## src/rtl/rx_eth_frame_filter_if.sv

```systemverilog
// GMII receive pins, filter configuration and parsed-frame outputs of the RX filter.
// The slave modport is the filter, and the master modport is the PHY/config/consumer side.
interface rx_eth_frame_filter_if #(
    parameter int OCT     = 8,
    parameter int NUM_MAC = 4,
    parameter int IDX_W   = 2,
    parameter int LEN_W   = 16
);
    logic                   RX_DV;
    logic [OCT-1:0]         RXD;
    logic                   RX_ER;
    logic [48*NUM_MAC-1:0]  mac_table;
    logic [NUM_MAC-1:0]     mac_valid;
    logic                   bcast_en;
    logic                   promisc;
    logic                   rx_data_v;
    logic [OCT-1:0]         rx_data;
    logic                   frame_done;
    logic                   frame_ok;
    logic [3:0]             frame_status;
    logic [LEN_W-1:0]       frame_len;
    logic [IDX_W-1:0]       match_idx;
    logic [1:0]             match_type;
    logic [47:0]            rx_src_mac;
    logic [15:0]            rx_len_type;
    logic [15:0]            rx_good_cnt;
    logic [15:0]            rx_bad_cnt;

    modport master (
        output RX_DV, RXD, RX_ER, mac_table, mac_valid, bcast_en, promisc,
        input  rx_data_v, rx_data, frame_done, frame_ok, frame_status, frame_len,
               match_idx, match_type, rx_src_mac, rx_len_type, rx_good_cnt, rx_bad_cnt
    );

    modport slave (
        input  RX_DV, RXD, RX_ER, mac_table, mac_valid, bcast_en, promisc,
        output rx_data_v, rx_data, frame_done, frame_ok, frame_status, frame_len,
               match_idx, match_type, rx_src_mac, rx_len_type, rx_good_cnt, rx_bad_cnt
    );
endinterface

```

## src/rtl/rx_eth_frame_filter.sv

```systemverilog
// GMII RX front end: it delineates frames, filters on a DA table, checks CRC, length and RX_ER, and strips the FCS.
// Payload appears 4 byte-times after it is received. There is no backpressure: GMII cannot be stalled.
module rx_eth_frame_filter #(
    parameter int             OCT     = 8,
    parameter int             NUM_MAC = 4,
    parameter int             IDX_W   = 2,
    parameter int             MIN_LEN = 64,
    parameter int             MAX_LEN = 1518,
    parameter int             LEN_W   = 16,
    parameter logic [OCT-1:0] PRE     = 8'b10101010,
    parameter logic [OCT-1:0] SFD     = 8'b10101011
) (
    input  logic                 RX_CLK,
    input  logic                 rst_n,
    rx_eth_frame_filter_if.slave bus
);
    localparam logic [31:0] CRC_RESIDUE = 32'hDEBB20E3;

    typedef enum logic [2:0] {
        WAIT_IDLE, IDLE, PREAMBLE, DST, SRC, TYPE, PAYLOAD, DROP
    } state_t;

    state_t                 state_q, state_d;
    logic [2:0]             cnt_q, cnt_d;
    logic [LEN_W-1:0]       len_q, len_d;
    logic [31:0]            crc_q, crc_d;
    logic [47:0]            sh_q, sh_d;
    logic                   rer_q, rer_d;
    logic [3:0][OCT-1:0]    dly_q, dly_d;
    logic [2:0]             dcnt_q, dcnt_d;
    logic                   data_v_q, data_v_d;
    logic [OCT-1:0]         data_q, data_d;
    logic                   done_q, done_d;
    logic                   ok_q, ok_d;
    logic [3:0]             status_q, status_d;
    logic [LEN_W-1:0]       flen_q, flen_d;
    logic [IDX_W-1:0]       idx_q, idx_d;
    logic [1:0]             mtype_q, mtype_d;
    logic [47:0]            src_q, src_d;
    logic [15:0]            lt_q, lt_d;
    logic [15:0]            good_q, good_d;
    logic [15:0]            bad_q, bad_d;

    logic                   take;
    logic [47:0]            da;
    logic                   hit;
    logic [IDX_W-1:0]       hit_idx;
    logic                   fin;
    logic [3:0]             fin_status;
    logic [LEN_W-1:0]       fin_len;

    function automatic logic [31:0] crc_byte(input logic [31:0] c, input logic [OCT-1:0] d);
        logic [31:0] r;
        r = c ^ {{(32-OCT){1'b0}}, d};
        for (int b = 0; b < OCT; b++) begin
            r = r[0] ? ((r >> 1) ^ 32'hEDB88320) : (r >> 1);
        end
        return r;
    endfunction

    assign da = {sh_q[47-OCT:0], bus.RXD};

    // Scan from the top down so that the lowest valid matching entry wins.
    always_comb begin
        hit     = 1'b0;
        hit_idx = '0;
        for (int i = NUM_MAC - 1; i >= 0; i--) begin
            if (bus.mac_valid[i] && (bus.mac_table[48*i +: 48] == da)) begin
                hit     = 1'b1;
                hit_idx = IDX_W'(i);
            end
        end
    end

    always_comb begin
        state_d    = state_q;
        cnt_d      = cnt_q;
        len_d      = len_q;
        crc_d      = crc_q;
        sh_d       = sh_q;
        rer_d      = rer_q;
        dly_d      = dly_q;
        dcnt_d     = dcnt_q;
        data_v_d   = 1'b0;
        data_d     = data_q;
        done_d     = 1'b0;
        ok_d       = ok_q;
        status_d   = status_q;
        flen_d     = flen_q;
        idx_d      = idx_q;
        mtype_d    = mtype_q;
        src_d      = src_q;
        lt_d       = lt_q;
        good_d     = good_q;
        bad_d      = bad_q;
        fin        = 1'b0;
        fin_status = '0;
        fin_len    = len_q;

        take = bus.RX_DV && (state_q inside {DST, SRC, TYPE, PAYLOAD});
        if (take) begin
            crc_d = crc_byte(crc_q, bus.RXD);
            len_d = len_q + LEN_W'(1);
            sh_d  = {sh_q[47-OCT:0], bus.RXD};
            if (bus.RX_ER) rer_d = 1'b1;
        end

        case (state_q)
            WAIT_IDLE, DROP: begin
                if (!bus.RX_DV) state_d = IDLE;
            end
            IDLE: begin
                if (bus.RX_DV) state_d = (bus.RXD == PRE) ? PREAMBLE : DROP;
            end
            PREAMBLE: begin
                if (!bus.RX_DV) begin
                    state_d = DROP;
                end else if (bus.RXD == SFD) begin
                    state_d = DST;
                    cnt_d   = '0;
                    len_d   = '0;
                    crc_d   = 32'hFFFFFFFF;
                    rer_d   = 1'b0;
                    dcnt_d  = '0;
                end else if (bus.RXD != PRE) begin
                    state_d = DROP;
                end
            end
            DST: begin
                if (!bus.RX_DV) begin
                    state_d = IDLE;
                end else if (cnt_q == 3'd5) begin
                    cnt_d = '0;
                    if (hit) begin
                        state_d = SRC;
                        idx_d   = hit_idx;
                        mtype_d = 2'd0;
                    end else if (bus.bcast_en && (da == 48'hFFFF_FFFF_FFFF)) begin
                        state_d = SRC;
                        idx_d   = '0;
                        mtype_d = 2'd1;
                    end else if (bus.promisc) begin
                        state_d = SRC;
                        idx_d   = '0;
                        mtype_d = 2'd2;
                    end else begin
                        state_d = DROP;
                    end
                end else begin
                    cnt_d = cnt_q + 3'd1;
                end
            end
            SRC, TYPE: begin
                if (!bus.RX_DV) begin
                    // Truncated header: report it as a runt once the DA has been accepted.
                    fin        = 1'b1;
                    fin_status = {1'b0, 1'b1, rer_q, crc_q != CRC_RESIDUE};
                    state_d    = IDLE;
                end else if (state_q == SRC && cnt_q == 3'd5) begin
                    src_d   = da;
                    cnt_d   = '0;
                    state_d = TYPE;
                end else if (state_q == TYPE && cnt_q == 3'd1) begin
                    lt_d    = {sh_q[15-OCT:0], bus.RXD};
                    cnt_d   = '0;
                    state_d = PAYLOAD;
                end else begin
                    cnt_d = cnt_q + 3'd1;
                end
            end
            PAYLOAD: begin
                if (!bus.RX_DV) begin
                    fin        = 1'b1;
                    fin_status = {1'b0, len_q < LEN_W'(MIN_LEN), rer_q, crc_q != CRC_RESIDUE};
                    state_d    = IDLE;
                end else if (len_q >= LEN_W'(MAX_LEN)) begin
                    fin        = 1'b1;
                    fin_status = 4'b1000;
                    fin_len    = len_d;
                    state_d    = DROP;
                end else begin
                    // The four youngest bytes may be FCS, so a byte leaves only when four more are behind it.
                    if (dcnt_q == 3'd4) begin
                        data_v_d = 1'b1;
                        data_d   = dly_q[3];
                    end
                    dly_d  = {dly_q[2:0], bus.RXD};
                    dcnt_d = (dcnt_q == 3'd4) ? dcnt_q : dcnt_q + 3'd1;
                end
            end
            default: state_d = WAIT_IDLE;
        endcase

        if (fin) begin
            done_d   = 1'b1;
            status_d = fin_status;
            ok_d     = (fin_status == 4'b0000);
            flen_d   = fin_len;
            dcnt_d   = '0;
            if (fin_status == 4'b0000) begin
                if (good_q != 16'hFFFF) good_d = good_q + 16'd1;
            end else begin
                if (bad_q != 16'hFFFF) bad_d = bad_q + 16'd1;
            end
        end
    end

    always_ff @(posedge RX_CLK or negedge rst_n) begin
        if (!rst_n) begin
            state_q  <= WAIT_IDLE;
            cnt_q    <= '0;
            len_q    <= '0;
            crc_q    <= '0;
            sh_q     <= '0;
            rer_q    <= 1'b0;
            dly_q    <= '0;
            dcnt_q   <= '0;
            data_v_q <= 1'b0;
            data_q   <= '0;
            done_q   <= 1'b0;
            ok_q     <= 1'b0;
            status_q <= '0;
            flen_q   <= '0;
            idx_q    <= '0;
            mtype_q  <= '0;
            src_q    <= '0;
            lt_q     <= '0;
            good_q   <= '0;
            bad_q    <= '0;
        end else begin
            state_q  <= state_d;
            cnt_q    <= cnt_d;
            len_q    <= len_d;
            crc_q    <= crc_d;
            sh_q     <= sh_d;
            rer_q    <= rer_d;
            dly_q    <= dly_d;
            dcnt_q   <= dcnt_d;
            data_v_q <= data_v_d;
            data_q   <= data_d;
            done_q   <= done_d;
            ok_q     <= ok_d;
            status_q <= status_d;
            flen_q   <= flen_d;
            idx_q    <= idx_d;
            mtype_q  <= mtype_d;
            src_q    <= src_d;
            lt_q     <= lt_d;
            good_q   <= good_d;
            bad_q    <= bad_d;
        end
    end

    assign bus.rx_data_v    = data_v_q;
    assign bus.rx_data      = data_q;
    assign bus.frame_done   = done_q;
    assign bus.frame_ok     = ok_q;
    assign bus.frame_status = status_q;
    assign bus.frame_len    = flen_q;
    assign bus.match_idx    = idx_q;
    assign bus.match_type   = mtype_q;
    assign bus.rx_src_mac   = src_q;
    assign bus.rx_len_type  = lt_q;
    assign bus.rx_good_cnt  = good_q;
    assign bus.rx_bad_cnt   = bad_q;
endmodule

```

## src/flat_wrapper.sv

```systemverilog
// flat-port wrapper written by rule: the top's interface ports become plain ports
module rx_eth_frame_filter_flat 
#(
    parameter int             OCT     = 8,
    parameter int             NUM_MAC = 4,
    parameter int             IDX_W   = 2,
    parameter int             MIN_LEN = 64,
    parameter int             MAX_LEN = 1518,
    parameter int             LEN_W   = 16,
    parameter logic [OCT-1:0] PRE     = 8'b10101010,
    parameter logic [OCT-1:0] SFD     = 8'b10101011
)
  (RX_CLK, rst_n, bus_RX_DV, bus_RXD, bus_RX_ER, bus_mac_table, bus_mac_valid, bus_bcast_en, bus_promisc, bus_rx_data_v, bus_rx_data, bus_frame_done, bus_frame_ok, bus_frame_status, bus_frame_len, bus_match_idx, bus_match_type, bus_rx_src_mac, bus_rx_len_type, bus_rx_good_cnt, bus_rx_bad_cnt);
  rx_eth_frame_filter_if #(.OCT(OCT), .NUM_MAC(NUM_MAC), .IDX_W(IDX_W), .LEN_W(LEN_W)) bus_i ();
  input  logic RX_CLK;
  input  logic rst_n;
  input wire logic [$bits(bus_i.RX_DV)-1:0] bus_RX_DV;
  input wire logic [$bits(bus_i.RXD)-1:0] bus_RXD;
  input wire logic [$bits(bus_i.RX_ER)-1:0] bus_RX_ER;
  input wire logic [$bits(bus_i.mac_table)-1:0] bus_mac_table;
  input wire logic [$bits(bus_i.mac_valid)-1:0] bus_mac_valid;
  input wire logic [$bits(bus_i.bcast_en)-1:0] bus_bcast_en;
  input wire logic [$bits(bus_i.promisc)-1:0] bus_promisc;
  output wire logic [$bits(bus_i.rx_data_v)-1:0] bus_rx_data_v;
  output wire logic [$bits(bus_i.rx_data)-1:0] bus_rx_data;
  output wire logic [$bits(bus_i.frame_done)-1:0] bus_frame_done;
  output wire logic [$bits(bus_i.frame_ok)-1:0] bus_frame_ok;
  output wire logic [$bits(bus_i.frame_status)-1:0] bus_frame_status;
  output wire logic [$bits(bus_i.frame_len)-1:0] bus_frame_len;
  output wire logic [$bits(bus_i.match_idx)-1:0] bus_match_idx;
  output wire logic [$bits(bus_i.match_type)-1:0] bus_match_type;
  output wire logic [$bits(bus_i.rx_src_mac)-1:0] bus_rx_src_mac;
  output wire logic [$bits(bus_i.rx_len_type)-1:0] bus_rx_len_type;
  output wire logic [$bits(bus_i.rx_good_cnt)-1:0] bus_rx_good_cnt;
  output wire logic [$bits(bus_i.rx_bad_cnt)-1:0] bus_rx_bad_cnt;
  assign bus_i.RX_DV = bus_RX_DV;
  assign bus_i.RXD = bus_RXD;
  assign bus_i.RX_ER = bus_RX_ER;
  assign bus_i.mac_table = bus_mac_table;
  assign bus_i.mac_valid = bus_mac_valid;
  assign bus_i.bcast_en = bus_bcast_en;
  assign bus_i.promisc = bus_promisc;
  assign bus_rx_data_v = bus_i.rx_data_v;
  assign bus_rx_data = bus_i.rx_data;
  assign bus_frame_done = bus_i.frame_done;
  assign bus_frame_ok = bus_i.frame_ok;
  assign bus_frame_status = bus_i.frame_status;
  assign bus_frame_len = bus_i.frame_len;
  assign bus_match_idx = bus_i.match_idx;
  assign bus_match_type = bus_i.match_type;
  assign bus_rx_src_mac = bus_i.rx_src_mac;
  assign bus_rx_len_type = bus_i.rx_len_type;
  assign bus_rx_good_cnt = bus_i.rx_good_cnt;
  assign bus_rx_bad_cnt = bus_i.rx_bad_cnt;
  rx_eth_frame_filter #(.OCT(OCT), .NUM_MAC(NUM_MAC), .IDX_W(IDX_W), .MIN_LEN(MIN_LEN), .MAX_LEN(MAX_LEN), .LEN_W(LEN_W), .PRE(PRE), .SFD(SFD)) u_core (.RX_CLK(RX_CLK), .rst_n(rst_n), .bus(bus_i));
endmodule
```

## config.mk

```make
export PLATFORM = sky130hd
export DESIGN_NAME = rx_eth_frame_filter_flat
export DESIGN_NICKNAME = d
export VERILOG_FILES = /design/src/rtl/rx_eth_frame_filter_if.sv /design/src/rtl/rx_eth_frame_filter.sv /design/src/flat_wrapper.sv
export SDC_FILE = /design/constraint.sdc
export NUM_CORES = 1
export LEC_CHECK = 0
export CAP_MARGIN = 25
export CORE_MARGIN = 5
export CORE_UTILIZATION = 50
export DETAILED_ROUTE_END_ITERATION = 16
export GPL_ROUTABILITY_DRIVEN = 0
export PLACE_DENSITY = 0.84
export SLEW_MARGIN = 20
export SYNTH_ARGS = -nofsm -noshare
export SYNTH_HDL_FRONTEND = slang
export SYNTH_SLANG_ARGS = --single-unit
```

## constraint.sdc

```tcl
create_clock -name RX_CLK -period 3.15 [get_ports RX_CLK]
set_clock_uncertainty 0.1 [all_clocks]
set_input_delay 0.945 -clock RX_CLK [delete_from_list [all_inputs] [get_ports RX_CLK]]
set_output_delay 0.945 -clock RX_CLK [all_outputs]
set_load 0.01 [all_outputs]
```

met4.png
The bar under the picture is 50 um long.
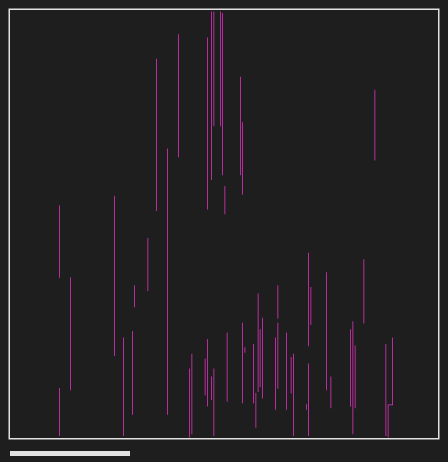
longest straight run: 111 um
main direction: vertical
wire length on this layer: 1770 um
via count: 12000
drt total wl: 47300 um

pins.png
Pins as bars across the die edge, other pins in grey.
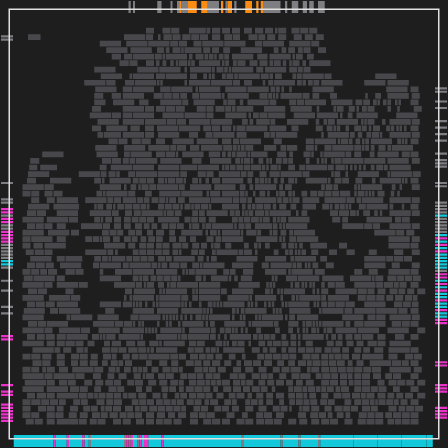
legend:
  cyan:
    port: bus_mac_table
    pins: 192
    direction: input
    edge: 173 south, 17 east, 2 west
  orange:
    port: bus_rx_bad_cnt
    pins: 16
    direction: output
    edge: north
  magenta:
    port: bus_rx_src_mac
    pins: 48
    direction: output
    edge: 20 east, 19 west, 9 south
die height: 179 um
die outline width: 179 um
number of port buffers: 340

final_clocks.png
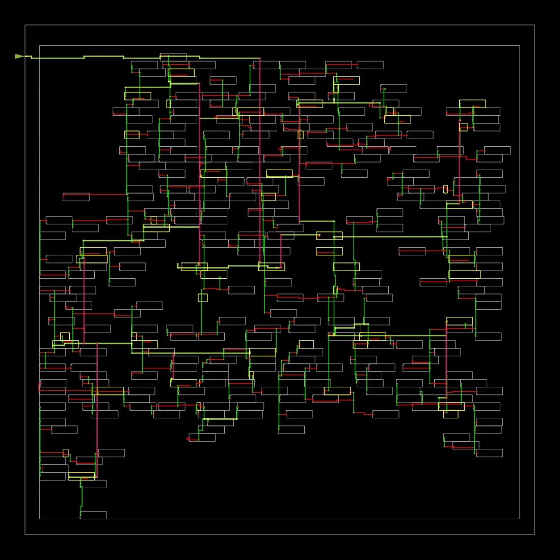
Late-Pin Clk Latency: 0.54 ns
P_clk: 3.29 mW

==> qor.yml <==
final_layout:
  largest_reg_flops: 48
  seqCellArea_sq_um: 6530
  nonClkBufAreaFrac_pct: 22.3
  logic_gate_count: 998
  nFillCells: 2015
  seq_cells: 261
  layout-drive-gt1-share_pct: 15.6
  clk_share_pct: 4.79
  largestClassByArea: "combinational gates"
  buffers_excl_clock: 442
  seq_share_pct: 33.3
  diodes: 1
  final_cells: 2156
  layout_top_cells: "339 x clkdlybuf4s50_1, 261 x dfrtp_1, 200 x nand2_1"
  final_nets: 1975
  logic_area_sq_um: 7200
  n_clock_buffer: 40
  post-route-util_pct: 70.2
  final_area_sq_um: 19600
  lay_top_count: "clkdlybuf4s50_1"
  inverters: 24
  comb_share_pct: 36.7
timing:
  timing.setup.tns_ns: 0
  finalCritPeriodShare_pct: 96.3
  finalCriticalPeriod_ns: 3.03
  finalHoldViolations: 0
  slew_headroom_pct: 55.4
  rsz0062_at_grt: "false"
  tightest_slew_ns: 0.669
  hold_ws_ns: 0.284
  clock.fmax_mhz: 330
  fin_ws_ns: 0.118
synthesis:
  postSynthSeqShare_pct: 46.0
  synth.most_common_cell: "dfrtp_1"
  ys_sh_aoi_pct: 5.70
  ys_ff: 261
  syn_avg_cell_area_sq_um: 10.3
  area_leaders: "dfrtp_1 46%, xor2_1 11%, mux2_2 8.4%, xnor2_1 8.4%, nand2_1 5.3%"
  syn_inst: 1385
  ys_top_cells_by_count: "261 x dfrtp_1, 200 x nand2_1, 182 x xor2_1, 136 x xnor2_1, 106 x mux2_2"
  synth-async-reset-ratio_pct: 100
  synth_chip_area_sq_um: 14200
  edf_count: 0
  synth-simple-area-share_pct: 15.2
  top_area_share_pct: 46.0
  syn_area_sq_um: 14200
  ys_sh_xor_pct: 19.8
  synthTopLogicFamily: "XOR/XNOR gates"
  ys_sh_adder_pct: 0.880
  syn-num-nets: 1605
clock_network:
  cts_resized: 0
  path_clk_slew_ns: 0.06
  htree_levels: 1
  cts_tree: "yes"
  clk_path_buf_depth: 3
  cts_made_buffers: 28
  cts_setup_buffers: 0
  cts_root_buf: "clkbuf_16"
die:
  rows: 61
  initCoreUtil_pct: 50.9
  core_area_sq_um: 27900
  io-pin-count: 341
  tap_cells: 378
  die-area_sq_um: 31900
critical_path:
  criticalPathCategory: "input port to register"
  timing.rr.end: "u_core.bus.rx_bad_cnt[1]"
  r2r-start: "u_core.crc_q[10]"
  max_stage_delay_ns: 0.52
  start_kind: "input port"
  endpoint: "u_core.bus.match_type[0]"
  worst-path-buf-inv: 2
  crit_start: "bus_RXD[7]"
  path_common_cell: "nor4_1"
  path_delay_family: "simple AND/OR/NAND/NOR gates"
  rr_worst_depth: 6
  cp.required_ns: 3.48
  crit_path_end_kind: "register"
  timing.reg2reg.setup_slack_ns: 0.24
  slowest_stage: "nor4_1"
  path_depth: 9
  critPathArrivalTime_ns: 3.36
place:
  dp_hpwl_um: 36000
  dp_cells: 2103
  dpl_worst_slack_ns: -0.533
  place_area_sq_um: 18600
power_and_ir_drop:
  combPwrFrac_pct: 42.1
  powerDensity_nw_per_um2: 780
  p_seq_share_pct: 36.4
  switching_share_pct: 39.0
  p_leak_nw: 8.73
  pg_comb_mw: 6.43
  finalPower_mw: 15.3
  powerSeq_mw: 5.57
  ir_worst_vdd_v: 0.000566
  p_switching_mw: 5.96
  p_int_mw: 9.34
  power-top-group: "combinational cells"
routing:
  wl_met3_um: 4690
  top_layer_used: "met4"
  wl_met1_um: 18800
  vias_per_cell: 5.58
  post_drt_wl_per_cell_um: 21.9
  antenna_left: 0
  drt_iter0_markers: 1250
  routed-wl-met2_um: 22100
  drc_errors: 0
global_routing:
  met3_usage_pct: 7.72
  met1_usage_pct: 40.1
  grt_pass1_vias: 12400
  antenna_found_initial: 1
  grt_max_degree: 87
  grt_pass1_wl_um: 72500
outcome:
  status: "completed"
worst_hold_path:
  hold_path.class: "input port to asynchronous set/reset pin"
run:
  warnings: 30
drive_strength.png
The bar under the picture is 50 um long.
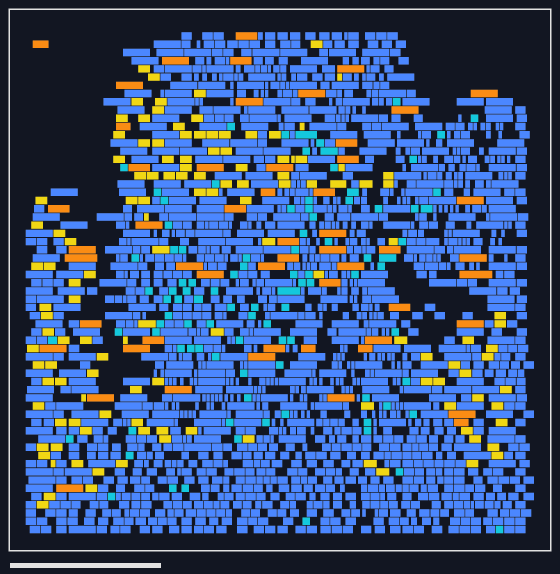
legend:
  blue:
    size: drive 1 or less
    cells: 1499
    share: 84%
  cyan:
    size: drive 3 to 4
    cells: 96
    share: 5.4%
  orange:
    size: drive 6 and up
    cells: 53
    share: 3.0%
  yellow:
    size: drive 2
    cells: 129
    share: 7.3%

clock_map.png
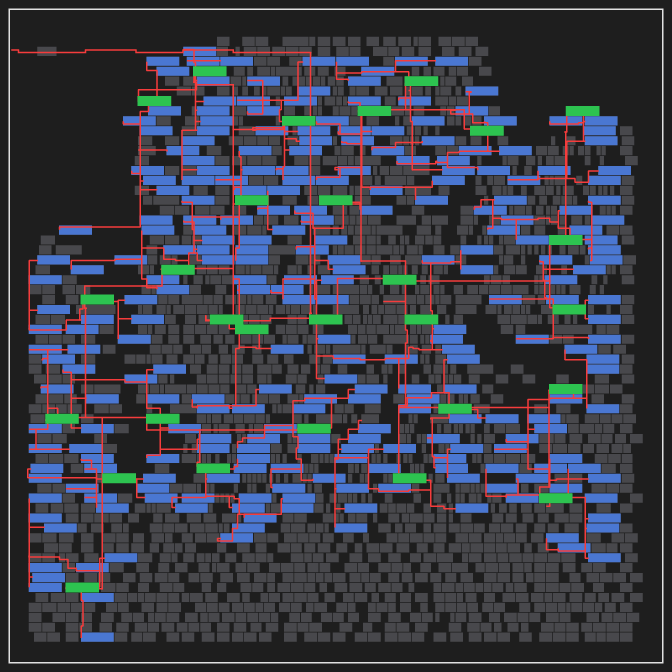
legend:
  blue:
    item: flip-flops
    count: 261
  red:
    item: clock wires
    length: 3080 um
  green:
    item: cells driving clock nets
    count: 28
routed clock nets: 29
clock network fraction of design power: 21.5%

Power figures rest on the tool's default switching activity, not on a simulated workload.
